===== config.mk =====
export PLATFORM = sky130hd
export DESIGN_NAME = alu_cmd_sequencer
export DESIGN_NICKNAME = d
export VERILOG_FILES = /design/src/rtl/alu_cmd_sequencer.sv
export SDC_FILE = /design/constraint.sdc
export NUM_CORES = 1
export LEC_CHECK = 0
export CORE_UTILIZATION = 25
export DETAILED_ROUTE_END_ITERATION = 8
export PLACE_DENSITY_LB_ADDON = 0.3
export SYNTH_ARGS = -nofsm -noshare
export SYNTH_HDL_FRONTEND = slang
export SYNTH_SLANG_ARGS = --single-unit

===== constraint.sdc =====
create_clock -name clk -period 5 [get_ports clk]
set_input_delay 1 -clock clk [delete_from_list [all_inputs] [get_ports clk]]
set_output_delay 1 -clock clk [all_outputs]
set_load 0.05 [all_outputs]

===== src/rtl/alu_cmd_sequencer.sv =====
// alu_cmd_sequencer
//
// Command-side front end for a 32-bit combinational ALU. Commands {op, a, b} are
// accepted through a valid/ready handshake into a small FIFO. They are driven one
// at a time onto registered ALU inputs. The ALU result is captured one cycle later
// and returned through a valid/ready response port with an 8-bit sequence tag.
//
// Ports:
//   clk, reset           rising-edge clock, synchronous active-high reset
//   cmd_valid/cmd_ready  command handshake; cmd_op/cmd_a/cmd_b are the payload
//   alu_a/alu_b/alu_op   registered operands and opcode to the ALU
//   alu_c                combinational ALU result
//   rsp_valid/rsp_ready  response handshake; rsp_data is the result, rsp_tag its
//                        sequence number
//   count                FIFO occupancy (0..DEPTH)
//   err                  sticky self-check mismatch flag
//
// Optional feature: define ALU_SEQ_CHECK_EN to build an internal reference ALU.
// The model compares its result against alu_c at each capture and sets err on a
// mismatch. Without the macro, err is tied low.

module alu_cmd_sequencer #(
    parameter int unsigned DEPTH = 4
) (
    input  logic                     clk,
    input  logic                     reset,
    input  logic                     cmd_valid,
    output logic                     cmd_ready,
    input  logic [2:0]               cmd_op,
    input  logic [31:0]              cmd_a,
    input  logic [31:0]              cmd_b,
    output logic [31:0]              alu_a,
    output logic [31:0]              alu_b,
    output logic [2:0]               alu_op,
    input  logic [31:0]              alu_c,
    output logic                     rsp_valid,
    input  logic                     rsp_ready,
    output logic [31:0]              rsp_data,
    output logic [7:0]               rsp_tag,
    output logic [$clog2(DEPTH):0]   count,
    output logic                     err
);

    localparam int unsigned PtrW = $clog2(DEPTH);
    localparam int unsigned CntW = PtrW + 1;

    typedef enum logic [1:0] {
        StIdle,
        StWait,
        StResp
    } state_e;

    state_e state_q, state_d;

    // FIFO storage and pointers; pointers wrap naturally since DEPTH is a power of two
    logic [2:0]      mem_op_q [DEPTH];
    logic [2:0]      mem_op_d [DEPTH];
    logic [31:0]     mem_a_q  [DEPTH];
    logic [31:0]     mem_a_d  [DEPTH];
    logic [31:0]     mem_b_q  [DEPTH];
    logic [31:0]     mem_b_d  [DEPTH];
    logic [PtrW-1:0] head_q, head_d;
    logic [PtrW-1:0] tail_q, tail_d;
    logic [CntW-1:0] count_q, count_d;

    logic [31:0]     alu_a_q, alu_a_d;
    logic [31:0]     alu_b_q, alu_b_d;
    logic [2:0]      alu_op_q, alu_op_d;
    logic            rsp_valid_q, rsp_valid_d;
    logic [31:0]     rsp_data_q, rsp_data_d;
    logic [7:0]      rsp_tag_q, rsp_tag_d;

    logic            push;
    logic            load_alu;
    logic            capture;
    logic            rsp_done;
    logic            not_empty;

    // Ready looks only at the registered count: a same-cycle pop never frees a slot
    assign cmd_ready = !reset && (count_q < CntW'(DEPTH));
    assign push      = cmd_valid && cmd_ready;
    assign not_empty = (count_q != '0);

    // ---------------- FSM: state register ----------------
    always_ff @(posedge clk) begin
        if (reset) begin
            state_q <= StIdle;
        end else begin
            state_q <= state_d;
        end
    end

    // ---------------- FSM: next state ----------------
    always_comb begin
        state_d = state_q;
        unique case (state_q)
            StIdle: if (not_empty) state_d = StWait;
            StWait: state_d = StResp;
            StResp: begin
                if (rsp_ready) begin
                    state_d = not_empty ? StWait : StIdle;
                end
            end
            default: state_d = StIdle;
        endcase
    end

    // ---------------- FSM: control outputs ----------------
    always_comb begin
        load_alu = 1'b0;
        capture  = 1'b0;
        rsp_done = 1'b0;
        unique case (state_q)
            StIdle: load_alu = not_empty;
            // The head entry stays in the FIFO while the ALU settles; it is popped here
            StWait: capture = 1'b1;
            StResp: begin
                rsp_done = rsp_ready;
                load_alu = rsp_ready && not_empty;
            end
            default: ;
        endcase
    end

    // ---------------- FIFO next state ----------------
    always_comb begin
        mem_op_d = mem_op_q;
        mem_a_d  = mem_a_q;
        mem_b_d  = mem_b_q;
        tail_d   = tail_q;
        head_d   = head_q;
        if (push) begin
            mem_op_d[tail_q] = cmd_op;
            mem_a_d[tail_q]  = cmd_a;
            mem_b_d[tail_q]  = cmd_b;
            tail_d           = tail_q + PtrW'(1);
        end
        if (capture) begin
            head_d = head_q + PtrW'(1);
        end
        unique case ({push, capture})
            2'b10:   count_d = count_q + CntW'(1);
            2'b01:   count_d = count_q - CntW'(1);
            default: count_d = count_q;
        endcase
    end

    // ---------------- Datapath next state ----------------
    always_comb begin
        alu_a_d     = alu_a_q;
        alu_b_d     = alu_b_q;
        alu_op_d    = alu_op_q;
        rsp_valid_d = rsp_valid_q;
        rsp_data_d  = rsp_data_q;
        rsp_tag_d   = rsp_tag_q;
        if (load_alu) begin
            alu_a_d  = mem_a_q[head_q];
            alu_b_d  = mem_b_q[head_q];
            alu_op_d = mem_op_q[head_q];
        end
        if (capture) begin
            rsp_data_d  = alu_c;
            rsp_valid_d = 1'b1;
        end
        if (rsp_done) begin
            rsp_valid_d = 1'b0;
            rsp_tag_d   = rsp_tag_q + 8'd1;
        end
    end

    // Storage array carries no reset: stale entries are never read once pointers clear
    always_ff @(posedge clk) begin
        mem_op_q <= mem_op_d;
        mem_a_q  <= mem_a_d;
        mem_b_q  <= mem_b_d;
    end

    always_ff @(posedge clk) begin
        if (reset) begin
            head_q      <= '0;
            tail_q      <= '0;
            count_q     <= '0;
            alu_a_q     <= '0;
            alu_b_q     <= '0;
            alu_op_q    <= '0;
            rsp_valid_q <= 1'b0;
            rsp_data_q  <= '0;
            rsp_tag_q   <= '0;
        end else begin
            head_q      <= head_d;
            tail_q      <= tail_d;
            count_q     <= count_d;
            alu_a_q     <= alu_a_d;
            alu_b_q     <= alu_b_d;
            alu_op_q    <= alu_op_d;
            rsp_valid_q <= rsp_valid_d;
            rsp_data_q  <= rsp_data_d;
            rsp_tag_q   <= rsp_tag_d;
        end
    end

`ifdef ALU_SEQ_CHECK_EN
    // Reference ALU evaluated on the registered operands the real ALU is seeing
    logic [31:0] exp_c;
    logic        err_q, err_d;

    always_comb begin
        exp_c = '0;
        unique case (alu_op_q)
            3'b000:  exp_c = alu_a_q + alu_b_q;
            3'b001:  exp_c = alu_a_q - alu_b_q;
            3'b010:  exp_c = alu_a_q & alu_b_q;
            3'b011:  exp_c = alu_a_q | alu_b_q;
            3'b100:  exp_c = (|alu_b_q[31:5]) ? 32'd0 : (alu_a_q >> alu_b_q[4:0]);
            default: exp_c = (|alu_b_q[31:5]) ? {32{alu_a_q[31]}}
                                             : 32'($signed(alu_a_q) >>> alu_b_q[4:0]);
        endcase
    end

    always_comb begin
        err_d = err_q | (capture && (exp_c != alu_c));
    end

    always_ff @(posedge clk) begin
        if (reset) begin
            err_q <= 1'b0;
        end else begin
            err_q <= err_d;
        end
    end

    assign err = err_q;
`else
    assign err = 1'b0;
`endif

    assign alu_a     = alu_a_q;
    assign alu_b     = alu_b_q;
    assign alu_op    = alu_op_q;
    assign rsp_valid = rsp_valid_q;
    assign rsp_data  = rsp_data_q;
    assign rsp_tag   = rsp_tag_q;
    assign count     = count_q;

endmodule


==> results_slide.txt, run 1 <==
Implementation Results

Outcome
  • Run status: finished clean

Final layout
  • Seq/total area: a little under three fifths
  • Multi-input combinational area share: ~20%
  • Fin nets: approximately 1200
  • Commonest Layout Cell: edfxtp_1

Logic synthesis
  • Aoi share: 7.38%
  • Synth Register Bits: roughly 390
  • Yosys stat cell total: just over 900
  • Yosys stat chip area: approximately 15000 um2
  • Mapped Area: about 15000 um2
  • Syn avg cell area: about 16 um2
  • Distinct lib cells: 37

Final timing
  • Post-Route Hold Slack: 0.451 ns
  • Setup violations, final: 0
  • Worst Skew: between 0.01 and 0.015 ns
  • Final period util: about two thirds

Detailed routing
  • Drt wl/cell: 20.6 um
  • Max Used Layer: met5
  • Met2 Routed Length: roughly 18000 um
  • Number of remaining DRC errors: 0

Floorplanning
  • I/O pin total: 216
  • Die W: approximately 240 um

Hold path
  • Worst Hold Path EP: rsp_data[14]

Critical path
  • CP Depth: 3
  • Worst R2R End: count[2]

Clock network
  • Max clock buf depth: 3
  • Post-CTS Hold Fix Bufs: 0
  • TritonCTS buffer count: around 45

GRT
  • GR Util met3: 3.76%
  • Gr busiest metal: met2
## run 1: flip-flops by register name, summed over array words and instances (netlist names)
| register | count |
|---|---|
| mem_a_q | 128 |
| mem_op_q | 12 |
| alu_op | 3 |
| state_q | 2 |
| head_q | 2 |
| rsp_tag | 8 |
| rsp_data | 32 |
| alu_b | 32 |
| alu_a | 32 |
| tail_q | 2 |
| count | 3 |
| rsp_valid | 1 |
| mem_b_q | 128 |
## run 1: worst min-delay path, cell delays in order (launching register included)
cell and delay [ns]:
dfxtp_1 0.30, nand2_1 0.05, a21oi_1 0.05
## run 1: cell usage after synthesis, types with 2 or more instances
cell type / instances
buf_2: 22
inv_1: 5
ha_1: 6
nand4_1: 68
buf_6: 4
or4_1: 2
nor4_1: 2
mux4_2: 67
buf_12: 2
nor2b_1: 2
nand2b_1: 2
xor2_1: 3
o21ai_0: 4
xnor2_1: 4
mux2i_1: 2
o31ai_1: 70
clkbuf_1: 38
dfxtp_1: 117
nor2_1: 11
inv_2: 2
and2_1: 4
buf_4: 9
nand2_1: 68
buf_1: 6
or3_1: 4
edfxtp_1: 268
a21oi_1: 105
## run 1: report_power, final
group	total (mW)	switching, mW	internal, mW
logic	3.80	2.51	1.30
clock network	3.09	1.28	1.81
registers	4.18	0.326	3.85
total	11.1	4.11	6.96
## run 1: stage by stage
| step | setup slack (ns) | util [%] | area, um2 |
|---|---|---|---|
| final | 1.65 | 33.0 | 18800 |
| after global routing | 1.55 | 33.0 | 18800 |
| after CTS | 1.60 | 33.0 | 18800 |
| after detailed placement | 1.61 | 30.6 | 17400 |
| after global placement | 1.61 | 30.6 | 17400 |
| after floorplan | 1.60 | - | 14500 |
### Metal 1, run 1

The bar under the picture is 50 um long. Supply wires on this layer in grey.
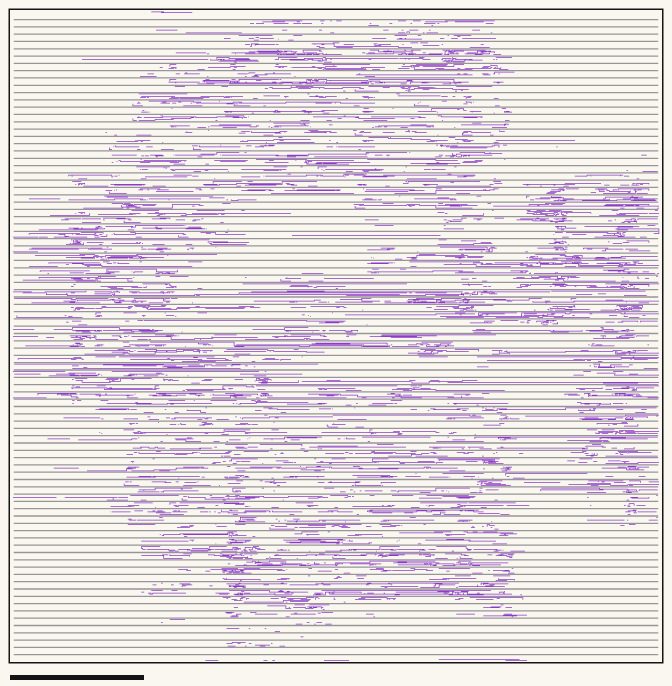
- share of all routed wire: 45%
- longest straight run: 78.7 um
- nets with wire on the layer: 1100
- wire length on this layer: 17300 um
- main direction: horizontal

### Met2 routing, run 1

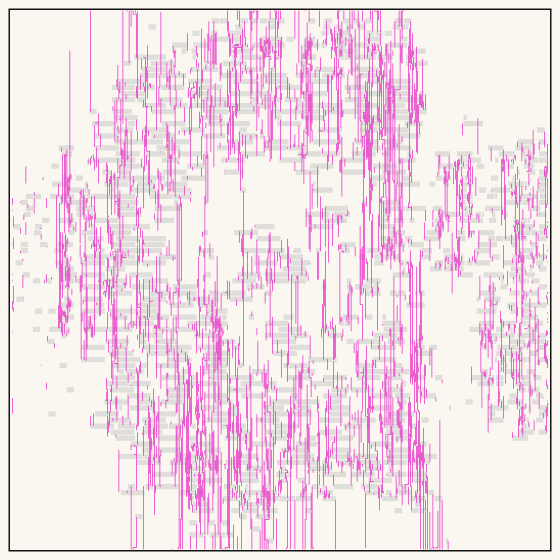
- wire length on this layer: 18200 um
- nets with wire on the layer: 1045
- main direction: vertical
- longest straight run: 91.8 um

### M3 wires, run 1

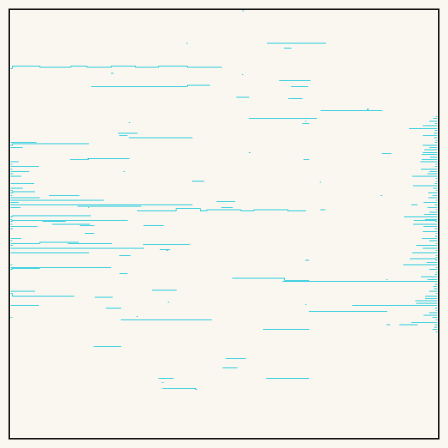
- nets with wire on the layer: 150
- share of all routed wire: 6.2%
- longest straight run: 103 um
- main direction: horizontal
- wire length on this layer: 2420 um

### Routing congestion, run 1

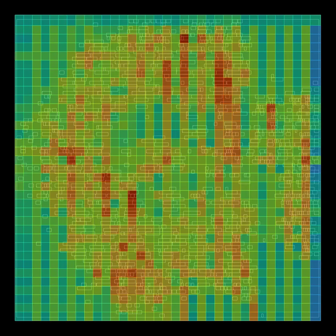

## Run 2: what changed since run 1
Clock period 5 ns to 3.2 ns, I/O delays scaled along.
### Routing congestion, run 2

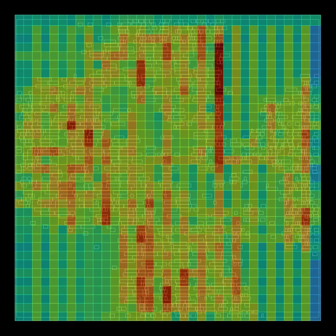
GR Util met3: 3.16%
final core utilization: 33.2%
GRT Total Usage: 12.9%

### Metal 1, run 2

The bar under the picture is 50 um long. Supply wires on this layer in grey.
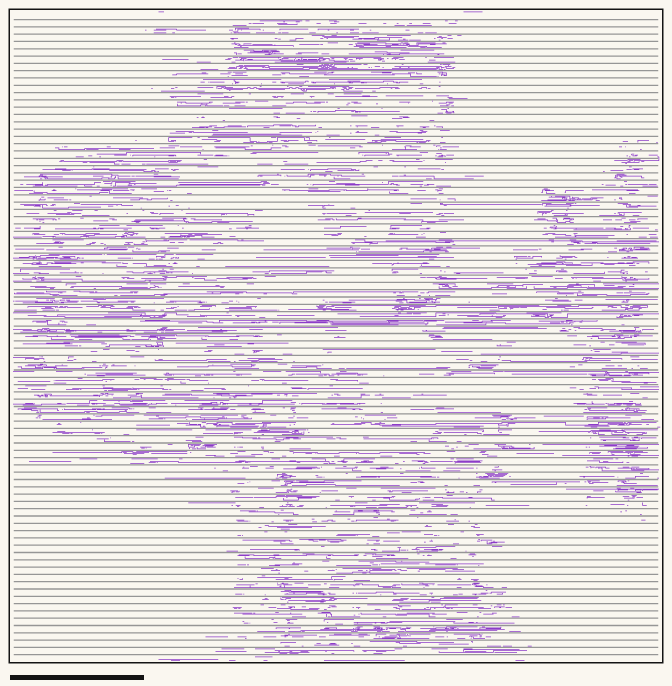
- main direction: horizontal
- nets with wire on the layer: 1114
- wire length on this layer: 16700 um
- share of all routed wire: 44%
- longest straight run: 73.1 um

==> results_slide.txt, run 2 <==
Implementation Results

Detailed routing
  • Max Used Layer: met5
  • Drt wl/cell: 20.1 um (-2.3%)
  • Number of remaining DRC errors: 0 (unchanged)
  • Met2 Routed Length: 18300 um (+0.37%)

Logic synthesis
  • Yosys stat cell total: 907 (unchanged)
  • Post-synth top cells: edfxtp_1 (268), dfxtp_1 (117), a21oi_1 (105)
  • Yosys stat chip area: 14500 um2 (unchanged)
  • Synth Register Bits: 385 (unchanged)
  • Most frequent cell after synthesis: edfxtp_1
  • Syn avg cell area: 16.0 um2 (unchanged)

Placement
  • Pre-CTS worst setup slack: 0.555 ns (-1.05 ns)
  • Total placed instance area: 17500 um2 (+1.0%)

Floorplanning
  • I/O pin total: 216 (unchanged)
  • Die W: 243 um (unchanged)

Clock network
  • Post-CTS Hold Fix Bufs: 0 (unchanged)
  • TritonCTS buffer count: 43 (-4.4%)
  • Max clock buf depth: 3 (unchanged)

Final layout
  • Biggest registers after layout: mem_a_q x128, mem_b_q x128
  • Commonest Layout Cell: edfxtp_1

Outcome
  • Run status: finished clean

Final timing
  • Final period util: ~81%
  • Worst Setup Slack, final: 0.596 ns (-1.05 ns)
### The metal 4 layer, run 2

The bar under the picture is 50 um long. Supply wires on this layer in grey.
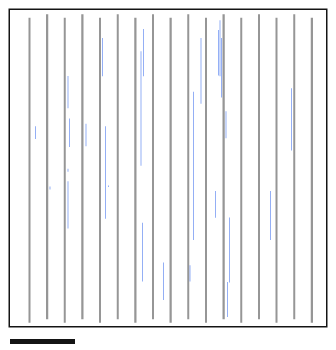
- share of all routed wire: 2.4%
- wire length on this layer: 912 um

-- run 2: logic make-up after synthesis --
| logic type | Yosys count |
|---|---|
| flops | 385 |
| buf+inv | 89 |
| compound gates | 179 |
| mux | 70 |
| xor+xnor | 7 |
| simple gates | 169 |
| other cells | 1 |
| fa+ha+maj | 7 |
-- run 2: final timing paths --
path	start	endpoint	slack, ns
setup / recovery	count[2]	count[2]	0.60
hold / removal	rsp_data[23]	rsp_data[23]	0.45
setup reg to reg	count[2]	count[2]	1.20
hold reg to reg	rsp_data[23]	rsp_data[23]	0.45
-- run 2: area by class of cell --
class	instances	area (um2)	share of cell area [%]
clock inverter	12	80.1	0.425
antenna	2	5.00	0.0265
tap	756	946	5.02
inverter	7	26.3	0.139
clock buffer	67	1230	6.52
multi-input combinational	433	3700	19.6
sequential	385	10400	55.2
timing repair buffer	236	2470	13.1
-- run 2: per-layer routing --
layer / up-vias / track usage [%]
met1: 4418 / 16.5
met4: 6 / 4.46
met3: 68 / 3.16
li1: 3987 / -
met2: 254 / 21.4
met5: - / 0
-- run 2: stage by stage --
stage	util, %	power, mW	hold slack [ns]
detailed placement	30.9	12.7	0.447
global placement	30.9	12.7	0.441
floorplan	-	10.7	0.508
global route	33.2	18.0	0.456
CTS	33.2	17.4	0.425
finish	33.2	17.1	0.453
-- run 2: where the power goes --
part | switching [mW] | internal (mW)
combinational | 3.97 | 2.08
sequential | 0.455 | 6.02
clock | 1.96 | 2.65
total | 6.39 | 10.8
### Met2 routing, run 2

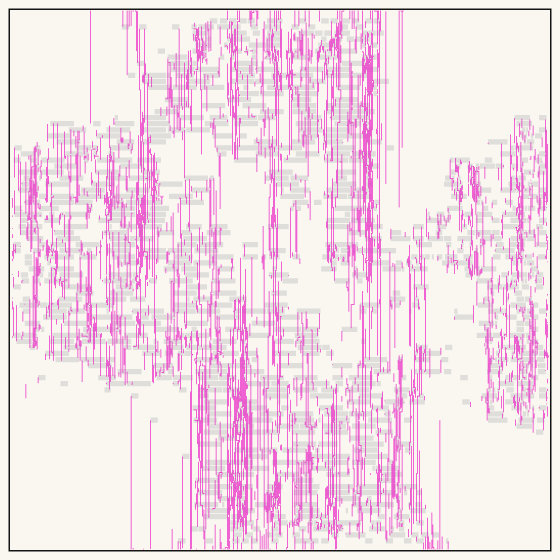

## Run 3: what changed since run 2
Clock period 3.2 ns to 2.4 ns, I/O delays scaled along.
### Met2 routing, run 3

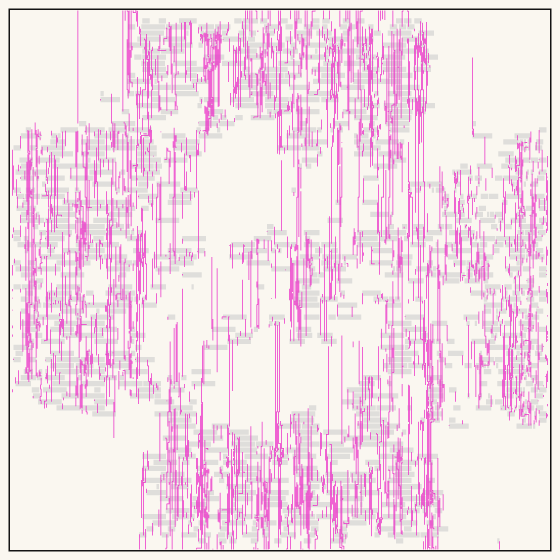
- longest straight run: 93.6 um
- main direction: vertical
- wire length on this layer: 18700 um
- nets with wire on the layer: 1065

### M3 wires, run 3

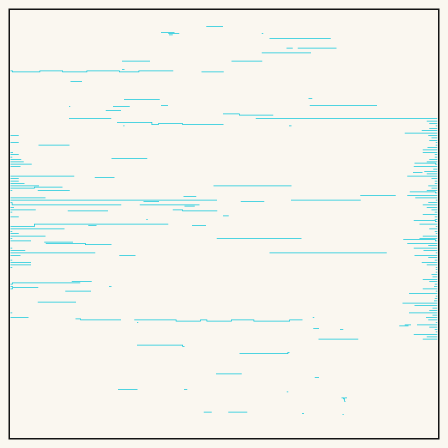
- nets with wire on the layer: 167
- share of all routed wire: 6.5%
- longest straight run: 117 um

==> results_slide.txt, run 3 <==
Implementation Results

Outcome
  • Run status: finished clean

Floorplanning
  • I/O pin total: 216 (unchanged)
  • Die W: 243 um (unchanged)

GRT
  • Gr busiest metal: met2
  • GRT Total Usage: 13.5% (+0.56 points)
  • GR Util met3: 4.23% (+1.1 points)

Pwr
  • Largest Pwr Group: combinational logic
  • Switch Pwr: 8.84 mW (+38%)
  • Clk pwr share: 29.9% (+3.0 points)
  • Comb pwr share: 35.2% (about the same)
  • Combinational power: 8.58 mW (+42%)
  • Flop pwr share: 34.9% (-2.9 points)
  • Clk. pwr: 7.30 mW (+58%)
  • Sw Share: 36.2% (-1.0 points)
  • Sequential power: 8.52 mW (+32%)

Final timing
  • Peak Freq: about 430 MHz
  • Post-Route Hold Slack: 0.147 ns (-0.305 ns)
  • RSZ-0062 raised after global routing: no
  • Final period util: 96.4%

Logic synthesis
  • Yosys stat chip area: 14500 um2 (unchanged)
  • Most frequent cell after synthesis: edfxtp_1
  • Post-Synthesis Cells: 907
  • Syn avg cell area: 16.0 um2 (unchanged)
  • Yosys stat cell total: 907 (unchanged)
  • Post-synth top cells: edfxtp_1 (268), dfxtp_1 (117), a21oi_1 (105)
  • Synth Register Bits: 385 (unchanged)

Final layout
  • Antenna Cells: 0 (-2)
  • Commonest Layout Cell: edfxtp_1
  • Fill count: 5496

Clock network
  • Max clock buf depth: 3 (unchanged)
  • H-tree depth: 2
  • TritonCTS buffer count: 45 (+4.7%)

Detailed routing
  • Drt wl/cell: 20.7 um (+3.2%)
  • Max Used Layer: met5
  • DR iter-0 viols: roughly 420
  • Routed wire length: between 30000 and 40000 um
  • Met2 Routed Length: 18700 um (+2.0%)
  • Number of remaining DRC errors: 0 (unchanged)
### Routing congestion, run 3

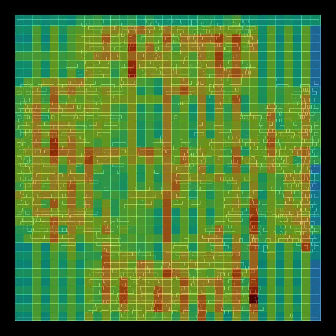
met2 Use GR: 21.9%
met1 Use GR: 17.4%

==> run 3: cell counts after synthesis <==
Identical to the previous run, type by type.
==> run 3: through the flow <==
step / power [mW] / cell area (um2) / utilization (%) / setup TNS, ns / setup WS (ns)
6_report: 24.4 / 19400 / 34.1 / 0 / 0.0853
5_1_grt: 25.5 / 19400 / 34.1 / 0 / 0.0127
4_1_cts: 24.8 / 19400 / 34.1 / 0 / 0.0256
3_5_place_dp: 17.4 / 17800 / 31.3 / -0.0973 / -0.0973
3_3_place_gp: 17.3 / 17800 / 31.3 / -0.0927 / -0.0927
2_1_floorplan: 14.2 / 14500 / - / 0 / 0.108
==> run 3: final timing paths <==
path | startpoint | cells after the start | endpoint | slack, ns
setup / recovery | rsp_tag[0] | 1 | rsp_tag[0] | 0.09
hold / removal | reset | 2 | rsp_data[5] | 0.15
hold reg to reg | rsp_data[0] | 2 | rsp_data[0] | 0.45
setup reg to reg | count[2] | 7 | count[2] | 0.51
==> run 3: cell families (layout without fill, tap and decap cells) <==
kind of cell	Yosys count	count (layout)	synth area share [%]
fa+ha+maj	7	7	0.655
buf+inv	89	342	3.18
other cells	1	1	0.0258
mux	70	70	10.6
flops	385	385	71.6
simple gates	169	169	6.12
compound gates	179	179	7.38
xor+xnor	7	7	0.422
==> run 3: cell type report <==
cell class / count / area [um2] / area share, %
clock buffers: 60 / 1250 / 6.48
clock inverters: 24 / 338 / 1.74
inverters: 7 / 26.3 / 0.136
multi-input cells: 433 / 3700 / 19.1
flip-flops and latches: 385 / 10400 / 53.7
well taps: 756 / 946 / 4.89
repair buffers: 251 / 2700 / 13.9
==> run 3: repair_timing <==
item	4_1_cts	5_1_grt
gates resized	3	1
cloned	0	0
setup endpoints to repair	3	1
hold buffers	0	0
Power figures rest on the tool's default switching activity, not on a simulated workload.
